<file path="src/rtl/spi_word_rx.sv">
// ---------------------------------------------------------------------------
// spi_word_rx
//   SPI mode-0 slave that captures WORD_W-bit command frames from the DAC SPI
//   master. The pins are oversampled in the clk domain. Each frame is shifted
//   in MSB-first and split into a 3-bit command and a 12-bit value. Good frames
//   raise a one-cycle word_valid strobe, and frames of the wrong length raise a
//   one-cycle frame_err strobe.
//
//   Optional feature macro: SPI_RX_ECHO_EN
//     defined   - miso_out echoes the previous good word back to the master,
//                 which gives a one-frame-delayed loop-back.
//     undefined - miso_out is tied high, which matches the master's idle MISO.
//
// Ports
//   clk         system clock (>= 4x SCLK)
//   rst         asynchronous, active-low reset
//   sclk_in     SPI clock, idles low
//   ss_in       slave select, active-low
//   mosi_in     serial data from the master
//   miso_out    serial data to the master
//   word_out    last good frame
//   cmd_out     word_out[WORD_W-1 -: 3]
//   value_out   word_out[WORD_W-4 -: 12]
//   word_valid  one-cycle strobe for a new good frame
//   frame_err   one-cycle strobe for a frame with the wrong bit count
//   busy        high while the synchronised SS is low
//   good_cnt    good-frame counter (wraps)
//   err_cnt     bad-frame counter (saturates)
// ---------------------------------------------------------------------------
module spi_word_rx #(
  parameter int WORD_W      = 16,
  parameter int SYNC_STAGES = 2,
  parameter int CNT_W       = 16
) (
  input  logic              clk,
  input  logic              rst,
  input  logic              sclk_in,
  input  logic              ss_in,
  input  logic              mosi_in,
  output logic              miso_out,
  output logic [WORD_W-1:0] word_out,
  output logic [2:0]        cmd_out,
  output logic [11:0]       value_out,
  output logic              word_valid,
  output logic              frame_err,
  output logic              busy,
  output logic [CNT_W-1:0]  good_cnt,
  output logic [CNT_W-1:0]  err_cnt
);

  localparam int BC_W = $clog2(WORD_W + 2);
  localparam logic [BC_W-1:0] BC_FULL = BC_W'(WORD_W);
  localparam logic [BC_W-1:0] BC_SAT  = BC_W'(WORD_W + 1);

  typedef enum logic [1:0] {IDLE, SHIFT, CHECK} state_t;

  logic [SYNC_STAGES-1:0] sclk_sync, ss_sync, mosi_sync, warm;
  logic sclk_s, ss_s, mosi_s;
  logic sclk_prev, ss_prev;
  logic armed;
  logic sclk_rise, ss_fall, ss_rise, mosi_d;
  state_t state;
  logic [WORD_W-1:0] shreg;
  logic [BC_W-1:0] bitcnt;

  assign sclk_s = sclk_sync[SYNC_STAGES-1];
  assign ss_s   = ss_sync[SYNC_STAGES-1];
  assign mosi_s = mosi_sync[SYNC_STAGES-1];

  // Pin synchronisers plus registered edge strobes. MOSI is delayed alongside
  // the SCLK edge strobe so that the shifted bit lines up with its clock edge.
  // The warm chain marks when ss_s holds a real sample rather than its reset
  // value. Frames are accepted only after SS has genuinely been seen high, so
  // a frame that was cut by reset is ignored up to its end.
  always_ff @(posedge clk or negedge rst) begin
    if (!rst) begin
      sclk_sync <= '0;
      ss_sync   <= '1;
      mosi_sync <= '0;
      warm      <= '0;
      sclk_prev <= 1'b0;
      ss_prev   <= 1'b1;
      armed     <= 1'b0;
      sclk_rise <= 1'b0;
      ss_fall   <= 1'b0;
      ss_rise   <= 1'b0;
      mosi_d    <= 1'b0;
      busy      <= 1'b0;
    end else begin
      sclk_sync <= {sclk_sync[SYNC_STAGES-2:0], sclk_in};
      ss_sync   <= {ss_sync[SYNC_STAGES-2:0], ss_in};
      mosi_sync <= {mosi_sync[SYNC_STAGES-2:0], mosi_in};
      warm      <= {warm[SYNC_STAGES-2:0], 1'b1};
      sclk_prev <= sclk_s;
      ss_prev   <= ss_s;
      if (warm[SYNC_STAGES-1] && ss_s) armed <= 1'b1;
      sclk_rise <= sclk_s & ~sclk_prev;
      ss_fall   <= armed & ss_prev & ~ss_s;
      ss_rise   <= ss_s & ~ss_prev;
      mosi_d    <= mosi_s;
      busy      <= ~ss_s;
    end
  end

  // Frame state machine. Shifting happens before the CHECK decision. When an
  // SCLK edge and the SS rise land in the same cycle, CHECK therefore sees the
  // final count.
  always_ff @(posedge clk or negedge rst) begin
    if (!rst) begin
      state      <= IDLE;
      shreg      <= '0;
      bitcnt     <= '0;
      word_out   <= '0;
      cmd_out    <= '0;
      value_out  <= '0;
      word_valid <= 1'b0;
      frame_err  <= 1'b0;
      good_cnt   <= '0;
      err_cnt    <= '0;
    end else begin
      word_valid <= 1'b0;
      frame_err  <= 1'b0;
      case (state)
        IDLE: begin
          if (ss_fall) begin
            shreg  <= '0;
            bitcnt <= '0;
            state  <= SHIFT;
          end
        end
        SHIFT: begin
          if (sclk_rise) begin
            shreg <= {shreg[WORD_W-2:0], mosi_d};
            // Saturating one past full keeps overruns distinguishable.
            if (bitcnt != BC_SAT) bitcnt <= bitcnt + BC_W'(1);
          end
          if (ss_rise) state <= CHECK;
        end
        CHECK: begin
          if (bitcnt == BC_FULL) begin
            word_out   <= shreg;
            cmd_out    <= shreg[WORD_W-1 -: 3];
            value_out  <= shreg[WORD_W-4 -: 12];
            word_valid <= 1'b1;
            good_cnt   <= good_cnt + CNT_W'(1);
          end else begin
            frame_err <= 1'b1;
            if (err_cnt != '1) err_cnt <= err_cnt + CNT_W'(1);
          end
          // A new frame that starts right behind the old one must not be lost.
          if (ss_fall) begin
            shreg  <= '0;
            bitcnt <= '0;
            state  <= SHIFT;
          end else begin
            state <= IDLE;
          end
        end
        default: state <= IDLE;
      endcase
    end
  end

`ifdef SPI_RX_ECHO_EN
  // Echo path. It uses the unregistered edges so that the next bit is on MISO
  // well before the master's next rising SCLK edge.
  logic [WORD_W-1:0] tx_reg;

  always_ff @(posedge clk or negedge rst) begin
    if (!rst) begin
      tx_reg <= '0;
    end else if (armed && ss_prev && !ss_s) begin
      tx_reg <= word_out;
    end else if (state == SHIFT && sclk_prev && !sclk_s) begin
      tx_reg <= {tx_reg[WORD_W-2:0], 1'b0};
    end
  end

  assign miso_out = ~ss_s & tx_reg[WORD_W-1];
`else
  assign miso_out = 1'b1;
`endif

endmodule

</file>
<file path="config.mk">
export PLATFORM = sky130hd
export DESIGN_NAME = spi_word_rx
export DESIGN_NICKNAME = d
export VERILOG_FILES = /design/src/rtl/spi_word_rx.sv
export SDC_FILE = /design/constraint.sdc
export NUM_CORES = 1
export LEC_CHECK = 0
export ABC_AREA = 1
export CORE_ASPECT_RATIO = 0.8
export CORE_MARGIN = 2
export CORE_UTILIZATION = 40
export CTS_BUF_LIST = sky130_fd_sc_hd__clkbuf_8
export DETAILED_ROUTE_END_ITERATION = 16
export MAX_ROUTING_LAYER = met4
export SLEW_MARGIN = 20
export SYNTH_ARGS = -nofsm -noshare
export SYNTH_HDL_FRONTEND = slang
export SYNTH_SLANG_ARGS = --single-unit
export TNS_END_PERCENT = 30
</file>
<file path="constraint.sdc">
create_clock -name clk -period 2 [get_ports clk]
set_clock_uncertainty 0.05 [all_clocks]
set_input_delay 0.2 -clock clk [delete_from_list [all_inputs] [get_ports clk]]
set_output_delay 0.2 -clock clk [all_outputs]
set_load 0.05 [all_outputs]
</file>
==> impl_table.tex <==
% Auto-generated results table
\begin{tabular}{lr}
\hline
Metric & Value \\
\hline
\multicolumn{2}{l}{\textbf{Floorplan}} \\
FP Core Util & approximately two fifths \\
Well-tap cell count & 136 \\
\multicolumn{2}{l}{\textbf{Cells and area}} \\
Logic share of the area & 28.90\% \\
Combinational gate area & roughly 0.0015 mm\^{}2 \\
Number of antenna cells inserted & 0 \\
Clock network share of area & between 3 and 4\% \\
Most frequent logic cell in the layout & sky130\_fd\_sc\_hd\_\_nand2\_1 \\
Plain + repair buffers & 76 \\
Area-dominant cell class after layout & registers \\
Flop area & 0.002231 mm\^{}2 \\
Fraction of final layout cells with drive strength greater than 1 & about 9\% \\
Non-clock inverter total of the final layout & 59 \\
Number of non-filler instances in the completed layout & roughly 660 \\
Flop share of the area & 44.34\% \\
\multicolumn{2}{l}{\textbf{CTS}} \\
Maximum buffer depth of the clock tree & 2 \\
Clock Tree Root & sky130\_fd\_sc\_hd\_\_clkbuf\_8 \\
CTS Sinks & 89 \\
Number of buffers inserted during clock tree synthesis & 9 \\
Clk ins delay skew pair & 0.37 ns \\
H-tree depth & 3 \\
Quantity of gates resized following cts & 0 \\
\multicolumn{2}{l}{\textbf{Outcome}} \\
Outcome & completed \\
\multicolumn{2}{l}{\textbf{Setup path}} \\
Timing startpoint of the critical path & err\_cnt[13] \\
CP endpoint kind & primary output \\
Largest stage delay on the critical path & roughly 0.85 ns \\
Delay-heaviest family, CP & buffers and inverters \\
Crit path kind & reg -> out \\
Sum of buffers and inverters on the critical path & 1 \\
Critical Path, Cell by Cell & clkdlybuf4s50\_1 \\
CP Data Required Time & between 1.5 and 2 ns \\
Capture point of the worst reg-to-reg path & word\_out[1] \\
\multicolumn{2}{l}{\textbf{Pwr}} \\
P\_sw & 1.070 mW \\
Leakage & 2.383 nW \\
Total design power & 3.639 mW \\
Sequential-cell power consumption & 1.98 mW \\
Worst vdd ir & 0.4078 mV \\
\multicolumn{2}{l}{\textbf{Detailed routing}} \\
Top metal layer carrying routed signals & met4 \\
Number of antenna-violating nets in the routed design & 0 \\
Via density per instance & 4.547 \\
Via count & 3019 \\
Met1 wire length & 3732 um \\
Wire length per cell after detailed routing & around 12 um \\
\multicolumn{2}{l}{\textbf{Logic synthesis}} \\
Largest area contributor in the netlist & sky130\_fd\_sc\_hd\_\_dfrtp\_1 \\
Share of synthesized cell area in and, or, nand and nor gates & 24.82\% \\
Average cell area after synthesis & 8.884 um\^{}2 \\
Area fraction in mux cells & 0\% \\
Most used standard cell by instance count after synthesis & sky130\_fd\_sc\_hd\_\_nand2\_1 \\
Xor-xnor portion of the synthesized cell area & 2.577\% \\
Cell count listed in synth\_stat.txt & between 400 and 500 \\
Share of flip-flops with an asynchronous set or reset after synthesis & 100.0\% \\
Synth top area share & 52.78\% \\
Number of enable flip-flop cells & 0 \\
Commonest cells in the netlist & 135 x sky130\_fd\_sc\_hd\_\_nand2\_1, 86 x sky130\_fd\_sc\_hd\_\_dfrtp\_1, 54 x sky130\_fd\_sc\_hd\_\_inv\_1 \\
Post-Synth AOI/OAI Area & 6.536\% \\
Adders+Majority by Area & 1.534\% \\
Count of unique library cells instantiated by Yosys & 33 \\
Post-Synthesis Cell Area & approximately 0.0041 mm\^{}2 \\
Main kind of combinational logic by area & simple AND/OR/NAND/NOR gates \\
\multicolumn{2}{l}{\textbf{Min path}} \\
Hold-critical path endpoint & ss\_sync[0] \\
Worst Hold Depth & 1 \\
Path class of the lowest-slack min-delay path & in -> reg \\
Worst hold path startpoint & ss\_in \\
\multicolumn{2}{l}{\textbf{Global route}} \\
Vias in the first global route & 2908 \\
Grt met1 use & 20.29\% \\
Global-route met2 utilization & 24.18\% \\
GRT Util Overall & 15.85\% \\
Wire length of the first global-routing pass & approximately 13000 um \\
Routing layer with the top usage in global route & met2 \\
\multicolumn{2}{l}{\textbf{Place}} \\
Worst setup slack after placement & between 0.15 and 0.2 ns \\
Total placed cells including tap cells & 647 \\
Detail Placement HPWL & 5459 um \\
Total placed instance area & 0.004825 mm\^{}2 \\
\multicolumn{2}{l}{\textbf{Timing}} \\
Number of slew-limit violations in the final report & 0 \\
Setup slack of the critical path after layout & approximately 0.068 ns \\
Hold slack final & 0.1820 ns \\
Setup repair after global routing missed its margin & no \\
Final Cycle Share & 96.60\% \\
Maximum clock frequency & 517.6 MHz \\
Final Setup Violations & 0 \\
\multicolumn{2}{l}{\textbf{Job}} \\
Max-capacitance violation count & 0 \\
\hline
\end{tabular}
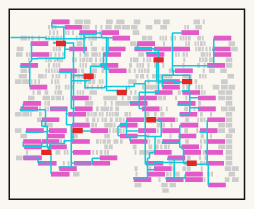
**Above:** clock distribution.
Drawn at 2 px/um.
red -> clock drivers  # count 9
cyan -> clock wires  # length 1070 um
magenta -> flip-flops  # count 89
routed clock nets = 10

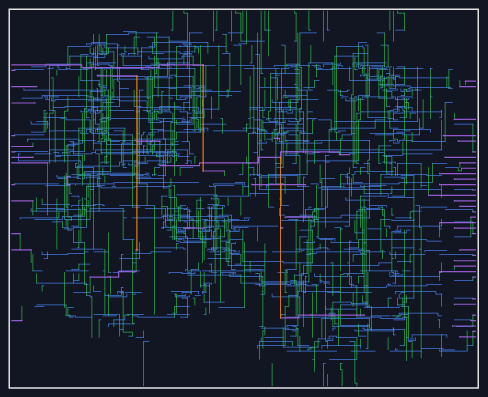
**Above:** wiring by layer.
Drawn at 4 px/um.
purple -> metal 3  # wire length 380 um
blue -> metal 1  # wire length 3730 um
green -> metal 2  # wire length 3500 um
orange -> metal 4  # wire length 110 um

Power and IR drop assume default switching activity.
